### src/rtl/mips_pkg.sv
// Shared MIPS core definitions: opcode constants, fetch FSM encoding, the fetch NOP and
// branch-offset helper.
package mips_pkg;

  localparam logic [5:0] OP_RTYPE = 6'h00;
  localparam logic [5:0] OP_LW    = 6'h23;
  localparam logic [5:0] OP_SW    = 6'h2B;
  localparam logic [5:0] OP_BEQ   = 6'h04;
  localparam logic [5:0] OP_ADDI  = 6'h08;
  localparam logic [5:0] OP_J     = 6'h02;

  // sll $0,$0,0
  localparam logic [31:0] NOP_INSTR = 32'h0000_0000;

  typedef enum logic [1:0] {
    S_IDLE = 2'd0,
    S_WAIT = 2'd1,
    S_HOLD = 2'd2
  } fetch_state_e;

  function automatic logic [31:0] branch_offset(input logic [15:0] imm);
    return {{14{imm[15]}}, imm, 2'b00};
  endfunction

endpackage

### src/rtl/instr_fetch_unit_if.sv
// Fetch-stage bus bundle: instruction-memory req/ack, decode valid/ready and redirect inputs.
interface instr_fetch_unit_if;
  logic        imem_req;
  logic [31:0] imem_addr;
  logic        imem_ack;
  logic [31:0] imem_rdata;
  logic        if_valid;
  logic        if_ready;
  logic [31:0] if_instr;
  logic [31:0] if_pc_plus4;
  logic        ex_jump;
  logic        ex_branch;
  logic        ex_zero;
  logic [31:0] ex_pc_plus4;
  logic [15:0] ex_imm;
  logic [25:0] ex_jidx;

  modport master (
    output imem_req, imem_addr, if_valid, if_instr, if_pc_plus4,
    input  imem_ack, imem_rdata, if_ready,
    input  ex_jump, ex_branch, ex_zero, ex_pc_plus4, ex_imm, ex_jidx
  );

  modport slave (
    input  imem_req, imem_addr, if_valid, if_instr, if_pc_plus4,
    output imem_ack, imem_rdata, if_ready,
    output ex_jump, ex_branch, ex_zero, ex_pc_plus4, ex_imm, ex_jidx
  );
endinterface

### src/rtl/pc_next_sel.sv
// Redirect detection and target selection (jump over taken branch) plus the sequential pc+4.
module pc_next_sel
  import mips_pkg::*;
(
  input  logic [31:0] fetch_pc,
  input  logic        ex_jump,
  input  logic        ex_branch,
  input  logic        ex_zero,
  input  logic [31:0] ex_pc_plus4,
  input  logic [15:0] ex_imm,
  input  logic [25:0] ex_jidx,
  output logic        redir,
  output logic [31:0] target,
  output logic [31:0] pc_plus4
);

  logic [31:0] jtgt;
  logic [31:0] btgt;

  always_comb begin
    jtgt     = {ex_pc_plus4[31:28], ex_jidx, 2'b00};
    btgt     = ex_pc_plus4 + branch_offset(ex_imm);
    redir    = ex_jump | (ex_branch & ex_zero);
    target   = ex_jump ? jtgt : btgt;
    pc_plus4 = fetch_pc + 32'd4;
  end

endmodule

### src/rtl/instr_fetch_unit.sv
// MIPS fetch stage: owns the PC, runs one imem request at a time, buffers into an output
// register plus one skid entry, and squashes wrong-path work on jump/branch redirects.
module instr_fetch_unit #(
  parameter logic [31:0] RESET_PC  = 32'h0000_0000,
  parameter logic [31:0] NOP_INSTR = mips_pkg::NOP_INSTR
) (
  input logic                clk,
  input logic                rst_n,
  instr_fetch_unit_if.master bus
);

  mips_pkg::fetch_state_e state_q, state_d;
  logic        active_q;
  logic        kill_q, kill_d;
  logic [31:0] pc_q, pc_d;
  logic [31:0] addr_q, addr_d;
  logic        valid_q, valid_d;
  logic [31:0] instr_q, instr_d;
  logic [31:0] pc4_q, pc4_d;
  logic [31:0] skid_instr_q, skid_instr_d;
  logic [31:0] skid_pc4_q, skid_pc4_d;

  logic [31:0] fetch_pc;
  logic        redir;
  logic [31:0] target;
  logic [31:0] pc_plus4;

  // addr_q freezes the in-flight address so a redirect during S_WAIT only moves pc_q
  assign fetch_pc = (state_q == mips_pkg::S_WAIT) ? addr_q : pc_q;

  pc_next_sel u_pc_next_sel (
    .fetch_pc    (fetch_pc),
    .ex_jump     (bus.ex_jump),
    .ex_branch   (bus.ex_branch),
    .ex_zero     (bus.ex_zero),
    .ex_pc_plus4 (bus.ex_pc_plus4),
    .ex_imm      (bus.ex_imm),
    .ex_jidx     (bus.ex_jidx),
    .redir       (redir),
    .target      (target),
    .pc_plus4    (pc_plus4)
  );

  // active_q keeps req low during reset; a redirect in S_IDLE suppresses the stale request
  assign bus.imem_req    = active_q & ((state_q == mips_pkg::S_WAIT) |
                                       ((state_q == mips_pkg::S_IDLE) & ~redir));
  assign bus.imem_addr   = fetch_pc;
  assign bus.if_valid    = valid_q;
  assign bus.if_instr    = valid_q ? instr_q : NOP_INSTR;
  assign bus.if_pc_plus4 = pc4_q;

  always_comb begin
    state_d      = state_q;
    kill_d       = kill_q;
    pc_d         = pc_q;
    addr_d       = addr_q;
    valid_d      = valid_q;
    instr_d      = instr_q;
    pc4_d        = pc4_q;
    skid_instr_d = skid_instr_q;
    skid_pc4_d   = skid_pc4_q;

    if (valid_q && bus.if_ready) valid_d = 1'b0;

    unique case (state_q)
      mips_pkg::S_IDLE: begin
        if (active_q && !redir) begin
          addr_d  = pc_q;
          state_d = mips_pkg::S_WAIT;
        end
      end
      mips_pkg::S_WAIT: begin
        if (bus.imem_ack) begin
          if (kill_q || redir) begin
            kill_d  = 1'b0;
            state_d = mips_pkg::S_IDLE;
          end else if (!valid_q || bus.if_ready) begin
            instr_d = bus.imem_rdata;
            pc4_d   = pc_plus4;
            valid_d = 1'b1;
            pc_d    = pc_plus4;
            state_d = mips_pkg::S_IDLE;
          end else begin
            skid_instr_d = bus.imem_rdata;
            skid_pc4_d   = pc_plus4;
            pc_d         = pc_plus4;
            state_d      = mips_pkg::S_HOLD;
          end
        end else if (redir) begin
          kill_d = 1'b1;
        end
      end
      mips_pkg::S_HOLD: begin
        if (bus.if_ready) begin
          instr_d = skid_instr_q;
          pc4_d   = skid_pc4_q;
          valid_d = 1'b1;
          state_d = mips_pkg::S_IDLE;
        end
      end
      default: state_d = mips_pkg::S_IDLE;
    endcase

    // Redirect overrides everything above: output squashed, skid dropped
    if (redir) begin
      pc_d    = target;
      valid_d = 1'b0;
      if (state_q == mips_pkg::S_HOLD) state_d = mips_pkg::S_IDLE;
    end
  end

  always_ff @(posedge clk or negedge rst_n) begin
    if (!rst_n) begin
      state_q      <= mips_pkg::S_IDLE;
      active_q     <= 1'b0;
      kill_q       <= 1'b0;
      pc_q         <= RESET_PC;
      addr_q       <= RESET_PC;
      valid_q      <= 1'b0;
      instr_q      <= NOP_INSTR;
      pc4_q        <= 32'h0;
      skid_instr_q <= NOP_INSTR;
      skid_pc4_q   <= 32'h0;
    end else begin
      state_q      <= state_d;
      active_q     <= 1'b1;
      kill_q       <= kill_d;
      pc_q         <= pc_d;
      addr_q       <= addr_d;
      valid_q      <= valid_d;
      instr_q      <= instr_d;
      pc4_q        <= pc4_d;
      skid_instr_q <= skid_instr_d;
      skid_pc4_q   <= skid_pc4_d;
    end
  end

endmodule

### src/flat_wrapper.sv
// flat-port wrapper written by rule: the top's interface ports become plain ports
module instr_fetch_unit_flat 
#(
  parameter logic [31:0] RESET_PC  = 32'h0000_0000,
  parameter logic [31:0] NOP_INSTR = mips_pkg::NOP_INSTR
)
  (clk, rst_n, bus_imem_req, bus_imem_addr, bus_if_valid, bus_if_instr, bus_if_pc_plus4, bus_imem_ack, bus_imem_rdata, bus_if_ready, bus_ex_jump, bus_ex_branch, bus_ex_zero, bus_ex_pc_plus4, bus_ex_imm, bus_ex_jidx);
  instr_fetch_unit_if bus_i ();
  input logic clk;
  input logic rst_n;
  output wire logic [$bits(bus_i.imem_req)-1:0] bus_imem_req;
  output wire logic [$bits(bus_i.imem_addr)-1:0] bus_imem_addr;
  output wire logic [$bits(bus_i.if_valid)-1:0] bus_if_valid;
  output wire logic [$bits(bus_i.if_instr)-1:0] bus_if_instr;
  output wire logic [$bits(bus_i.if_pc_plus4)-1:0] bus_if_pc_plus4;
  input wire logic [$bits(bus_i.imem_ack)-1:0] bus_imem_ack;
  input wire logic [$bits(bus_i.imem_rdata)-1:0] bus_imem_rdata;
  input wire logic [$bits(bus_i.if_ready)-1:0] bus_if_ready;
  input wire logic [$bits(bus_i.ex_jump)-1:0] bus_ex_jump;
  input wire logic [$bits(bus_i.ex_branch)-1:0] bus_ex_branch;
  input wire logic [$bits(bus_i.ex_zero)-1:0] bus_ex_zero;
  input wire logic [$bits(bus_i.ex_pc_plus4)-1:0] bus_ex_pc_plus4;
  input wire logic [$bits(bus_i.ex_imm)-1:0] bus_ex_imm;
  input wire logic [$bits(bus_i.ex_jidx)-1:0] bus_ex_jidx;
  assign bus_imem_req = bus_i.imem_req;
  assign bus_imem_addr = bus_i.imem_addr;
  assign bus_if_valid = bus_i.if_valid;
  assign bus_if_instr = bus_i.if_instr;
  assign bus_if_pc_plus4 = bus_i.if_pc_plus4;
  assign bus_i.imem_ack = bus_imem_ack;
  assign bus_i.imem_rdata = bus_imem_rdata;
  assign bus_i.if_ready = bus_if_ready;
  assign bus_i.ex_jump = bus_ex_jump;
  assign bus_i.ex_branch = bus_ex_branch;
  assign bus_i.ex_zero = bus_ex_zero;
  assign bus_i.ex_pc_plus4 = bus_ex_pc_plus4;
  assign bus_i.ex_imm = bus_ex_imm;
  assign bus_i.ex_jidx = bus_ex_jidx;
  instr_fetch_unit #(.RESET_PC(RESET_PC), .NOP_INSTR(NOP_INSTR)) u_core (.clk(clk), .rst_n(rst_n), .bus(bus_i));
endmodule
### config.mk
export PLATFORM = sky130hd
export DESIGN_NAME = instr_fetch_unit_flat
export DESIGN_NICKNAME = d
export VERILOG_FILES = /design/src/rtl/mips_pkg.sv /design/src/rtl/instr_fetch_unit_if.sv /design/src/rtl/pc_next_sel.sv /design/src/rtl/instr_fetch_unit.sv /design/src/flat_wrapper.sv
export SDC_FILE = /design/constraint.sdc
export NUM_CORES = 1
export LEC_CHECK = 0
export CAP_MARGIN = 30
export CORE_ASPECT_RATIO = 2
export CORE_MARGIN = 1
export CORE_UTILIZATION = 50
export CTS_CLUSTER_SIZE = 8
export DETAILED_ROUTE_END_ITERATION = 16
export GPL_ROUTABILITY_DRIVEN = 0
export PLACE_DENSITY = 0.79
export SYNTH_ARGS = -nofsm -noshare
export SYNTH_HDL_FRONTEND = slang
export SYNTH_SLANG_ARGS = --single-unit
### constraint.sdc
create_clock -name clk -period 4.2 [get_ports clk]
set_input_delay 0.63 -clock clk [delete_from_list [all_inputs] [get_ports clk]]
set_output_delay 0.63 -clock clk [all_outputs]
set_load 0.02 [all_outputs]
==> qor.yml, run 1 <==
run_status:
  run_status: "finished, final reports clean"
layout:
  post_route_standard_cell_area_excluding_fillers_sq_um: 14250
  area_dominant_class: "combinational gates"
  signal_buffers: 234
  layout.nonclk_buf_share_pct: 16.22
  comb-cell-share_pct: 41.31
  clock_buffers: 18
synthesis:
  ys_warn_count: 0
  post_synthesis_cell_type_with_the_largest_instance_count: "sky130_fd_sc_hd__dfrtp_1"
  flip_flops_with_a_built_in_enable: 0
  topCellsByArea: "sky130_fd_sc_hd__dfrtp_1 44%, sky130_fd_sc_hd__mux2_2 9.5%, sky130_fd_sc_hd__mux2i_1 5.8%"
  dominantRegCellSynth: "sky130_fd_sc_hd__dfrtp_1"
  synth_chip_area_sq_um: 11200
final_timing:
  rsz0062_at_grt: "no"
  maxSlewViolCount: 0
floorplan:
  placementRows: 77
  die-area_sq_um: 23040
clocking:
  insertion_delay_ns: 0.45
  htree_num_levels: 4
routing:
  via_per_inst: 5.708
  drt-initial-drc-count: 609
pwr:
  overall_power_consumption_mw: 8.089
  p_int_mw: 5.063
worst_setup_path:
  critPathLaunchType: "flip-flop"
-- run 1: metrics by stage --
step / std cells / hold WS (ns)
floorplan: 1139 / 0.3344
global placement: 1589 / 0.4621
detailed placement: 1589 / 0.4710
CTS: 1621 / 0.3292
global route: 1621 / 0.3450
finish: 1621 / 0.2846
-- run 1: sequential cells by signal, indices dropped and copies added (netlist names) --
name and cells:
u_core.active_q 1, u_core.addr_q 32, u_core.bus.if_pc_plus4 32, u_core.bus.if_valid 1
u_core.instr_q 32, u_core.kill_q 1, u_core.pc_q 32, u_core.skid_instr_q 32
u_core.skid_pc4_q 32, u_core.state_q 2
-- run 1: final timing paths --
path | slack, ns | to | cells past startpoint | startpoint
max | 0.46 | bus_imem_addr[23] | 6 | u_core.state_q[1]
min | 0.28 | u_core.instr_q[4] | 1 | rst_n
max reg2reg | 0.72 | u_core.bus.if_pc_plus4[20] | 12 | u_core.state_q[1]
min reg2reg | 0.48 | u_core.skid_pc4_q[29] | 2 | u_core.skid_pc4_q[29]
max in group asynchronous | 2.99 | u_core.skid_instr_q[20] | 2 | rst_n
min in group clk | 0.48 | u_core.skid_pc4_q[29] | 2 | u_core.skid_pc4_q[29]
-- run 1: cell families (layout without fill, tap and decap cells) --
group,Yosys count,count (layout),synth area share [%]
AND/OR/NAND/NOR,322,322,13.53
multiplexers,161,161,15.48
adder cells (fa/ha/maj),35,35,3.976
other,1,1,0.03348
buffers and inverters,96,302,3.719
XOR/XNOR,50,50,3.909
flip-flops,197,197,44.01
AND-OR/OR-AND,277,277,15.35
-- run 1: routing by layer --
layer / GRT usage [%] / wire [um]
met5: 0 / 0
met3: 4.043 / 1182
met4: 14.83 / 1411
met1: 27.94 / 10810
met2: 48.34 / 15840
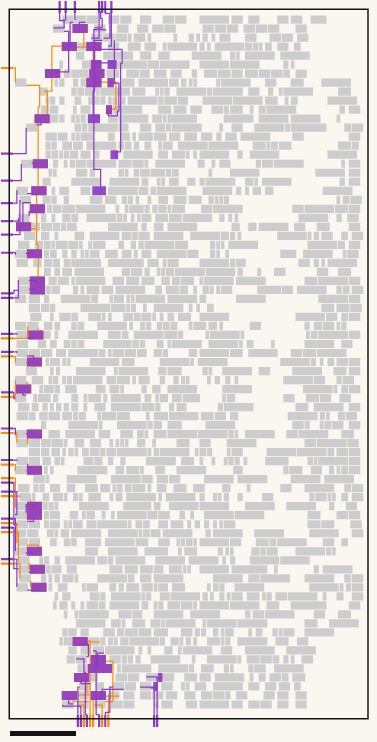
(run_1/port_nets.png)
Bar = 20 um.
legend:
  `bus_ex_pc_plus4`:
    colour: purple
    bits: 32
    direction: input
    edge: 18 left, 7 bottom, 7 top
    end_cells: 39
    buffers: 32
    wire: 570 um
  `bus_ex_imm`:
    colour: orange
    bits: 16
    direction: input
    edge: 11 left, 5 bottom
    end_cells: 33
    buffers: 17
    wire: 356 um
I/O pin count: 211
IO Port Bufs: 210

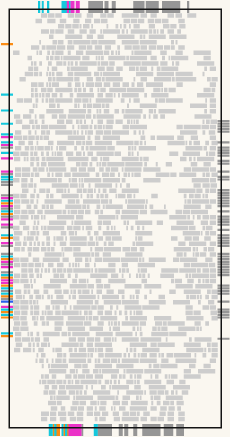
(run_1/pins.png)
Pins as bars across the die edge, other pins in grey.
legend:
  `bus_ex_branch`:
    colour: blue
    pins: 1
    direction: input
    edge: left
  `bus_ex_pc_plus4`:
    colour: cyan
    pins: 32
    direction: input
    edge: 18 left, 7 bottom, 7 top
  `bus_ex_imm`:
    colour: orange
    pins: 16
    direction: input
    edge: 11 left, 5 bottom
  `bus_ex_jidx`:
    colour: magenta
    pins: 26
    direction: input
    edge: 14 left, 7 bottom, 5 top
height of the chip: 213.7 um
width of the die: 107.8 um

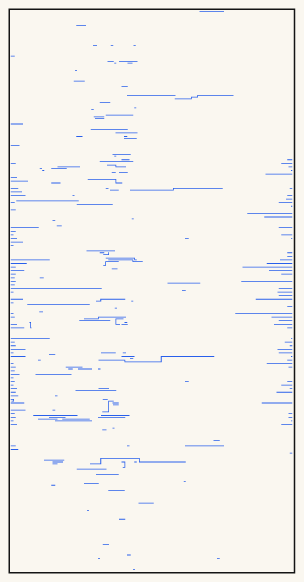
(run_1/met3.png)
main direction: horizontal
longest straight run: 34.3 um
global-route met3 utilization: 4.043%
Post-Route WL: 29.24 mm
routed via count: 9252

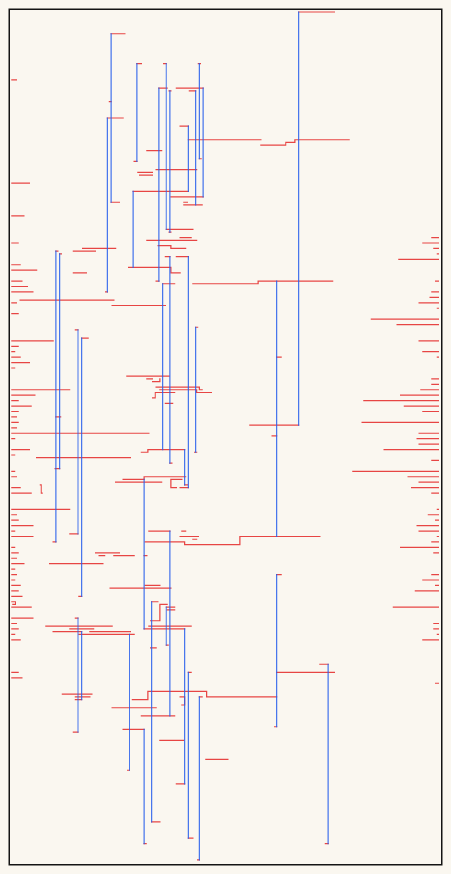
(run_1/metal_stack.png)
Two of the layers only.
legend:
  met4:
    colour: blue
    wire_length: 1410 um
  met3:
    colour: red
    wire_length: 1180 um
GRT Total Usage: 26.21%
average wire length per cell after detail routing: 18.04 um

==> run_1/final_congestion.png <==
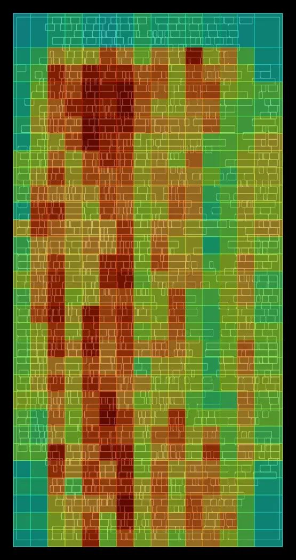

## Run 2: what changed since run 1
--- a/config.mk
+++ b/config.mk
@@ -13,6 +13,7 @@
 export DETAILED_ROUTE_END_ITERATION = 16
 export GPL_ROUTABILITY_DRIVEN = 0
 export PLACE_DENSITY = 0.79
+export SLEW_MARGIN = 15
 export SYNTH_ARGS = -nofsm -noshare
 export SYNTH_HDL_FRONTEND = slang
 export SYNTH_SLANG_ARGS = --single-unit
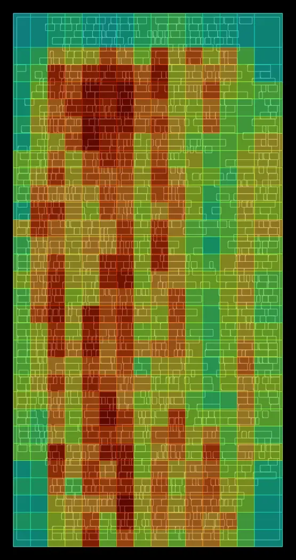
(run_2/final_congestion.png)
Most Crowded Layer GR: met2
final design utilization: 64.76%

==> run 2 against run 1 <==
Cell count increased by 0.12%. Die size unchanged. Flip-flop count unchanged. Sequential power about the same. Global-route usage unchanged. Power about the same. Via count increased by 0.32%. First-iteration DRC count decreased by 10%. Sequential share of layout area decreased by 0.10 points. Largest cell class unchanged. Clock skew about the same.
==> qor.yml, run 2 <==
run_status:
  run_status: "finished, final reports clean"
synthesis:
  ys_warn_count: 0  # unchanged
  synth_chip_area_sq_um: 11200  # unchanged
  post_synthesis_cell_type_with_the_largest_instance_count: "sky130_fd_sc_hd__dfrtp_1"
  topCellsByArea: "sky130_fd_sc_hd__dfrtp_1 44%, sky130_fd_sc_hd__mux2_2 9.5%, sky130_fd_sc_hd__mux2i_1 5.8%"
  dominantRegCellSynth: "sky130_fd_sc_hd__dfrtp_1"
  flip_flops_with_a_built_in_enable: 0  # unchanged
worst_setup_path:
  setup.worst_path.end: "bus_imem_addr[23]"
  ff2ff_path_depth: 12  # unchanged
  reg2reg_to: "u_core.bus.if_pc_plus4[20]"
  critPathLaunchType: "flip-flop"
  timing.rr.start: "u_core.state_q[1]"
  r2r_setup_slack_ns: 0.70  # -0.02 ns
  setup.worst_path.start: "u_core.state_q[1]"
placed_design:
  port_buffers: 210  # unchanged
routing:
  drt-initial-drc-count: 548  # -10%
  num_vias: 9282  # +0.32%
  wl_per_cell_um: 17.99  # -0.27%
  via_per_inst: 5.719  # +0.20%
  totalWireLength_mm: 29.20  # -0.14%
floorplan:
  die_h_um: 213.7  # unchanged
  placementRows: 77  # unchanged
  die-area_sq_um: 23040  # unchanged
  width_of_the_die_um: 107.8  # unchanged
pwr:
  overall_power_consumption_mw: 8.090  # about the same
clocking:
  insertion_delay_ns: 0.45  # about the same
final_timing:
  maxSlewViolCount: 0  # unchanged
  rsz0062_at_grt: "no"
layout:
  post_route_standard_cell_area_excluding_fillers_sq_um: 14290  # +0.30%
global_route:
  grt_util_all_layers_pct: 26.21  # unchanged
==> run 2: metal layers <==
layer	routed length (um)	GRT usage, %	vias to the layer above
li1	-	-	4436
met1	10740	27.94	4472
met2	15920	48.34	300
met3	1147	4.043	74
met4	1389	14.83	0
met5	0	0	-
==> run 2: power by group through the flow <==
stage	sequential, mW	combinational [mW]	clock [mW]
after floorplan	2.96	1.99	0
after global placement	2.83	3.41	0
after detailed placement	2.87	3.47	0
after CTS	2.83	3.49	1.80
after global routing	2.90	3.77	1.86
final	2.83	3.50	1.76
==> run 2: kinds of logic after synthesis <==
| kind of cell | synth area share (%) |
|---|---|
| XOR/XNOR | 3.909 |
| AND-OR/OR-AND | 15.35 |
| adder cells (fa/ha/maj) | 3.976 |
| multiplexers | 15.48 |
| flip-flops | 44.01 |
| buffers and inverters | 3.719 |
| AND/OR/NAND/NOR | 13.53 |
| other | 0.03348 |
==> run 2: cell type report <==
cell class | count | area, sq um
Clock buffer | 18 | 439.2
Clock inverter | 14 | 200.2
Fill cell | 1832 | 7774
Inverter | 36 | 135.1
Multi-Input combinational cell | 846 | 5886
Sequential cell | 197 | 4930
Tap cell | 276 | 345.3
Timing Repair Buffer | 236 | 2354
==> run 2: critical path: cells and delay by family, from the launching register on <==
kind | cells | cell delay, ns
buffers and inverters | 4 | 1.13
adder cells (fa/ha/maj) | 1 | 0.64
flip-flops | 1 | 0.44
multiplexers | 1 | 0.46
==> run 2: per-stage QoR <==
| stage | utilization (%) | hold slack, ns | instances |
|---|---|---|---|
| after CTS | 64.57 | 0.3292 | 1621 |
| after floorplan | - | 0.3344 | 1139 |
| after global placement | 61.67 | 0.4621 | 1589 |
| after global routing | 64.76 | 0.3475 | 1623 |
| after detailed placement | 61.67 | 0.4710 | 1589 |
| final | 64.76 | 0.2850 | 1623 |
Power and IR drop assume default switching activity.
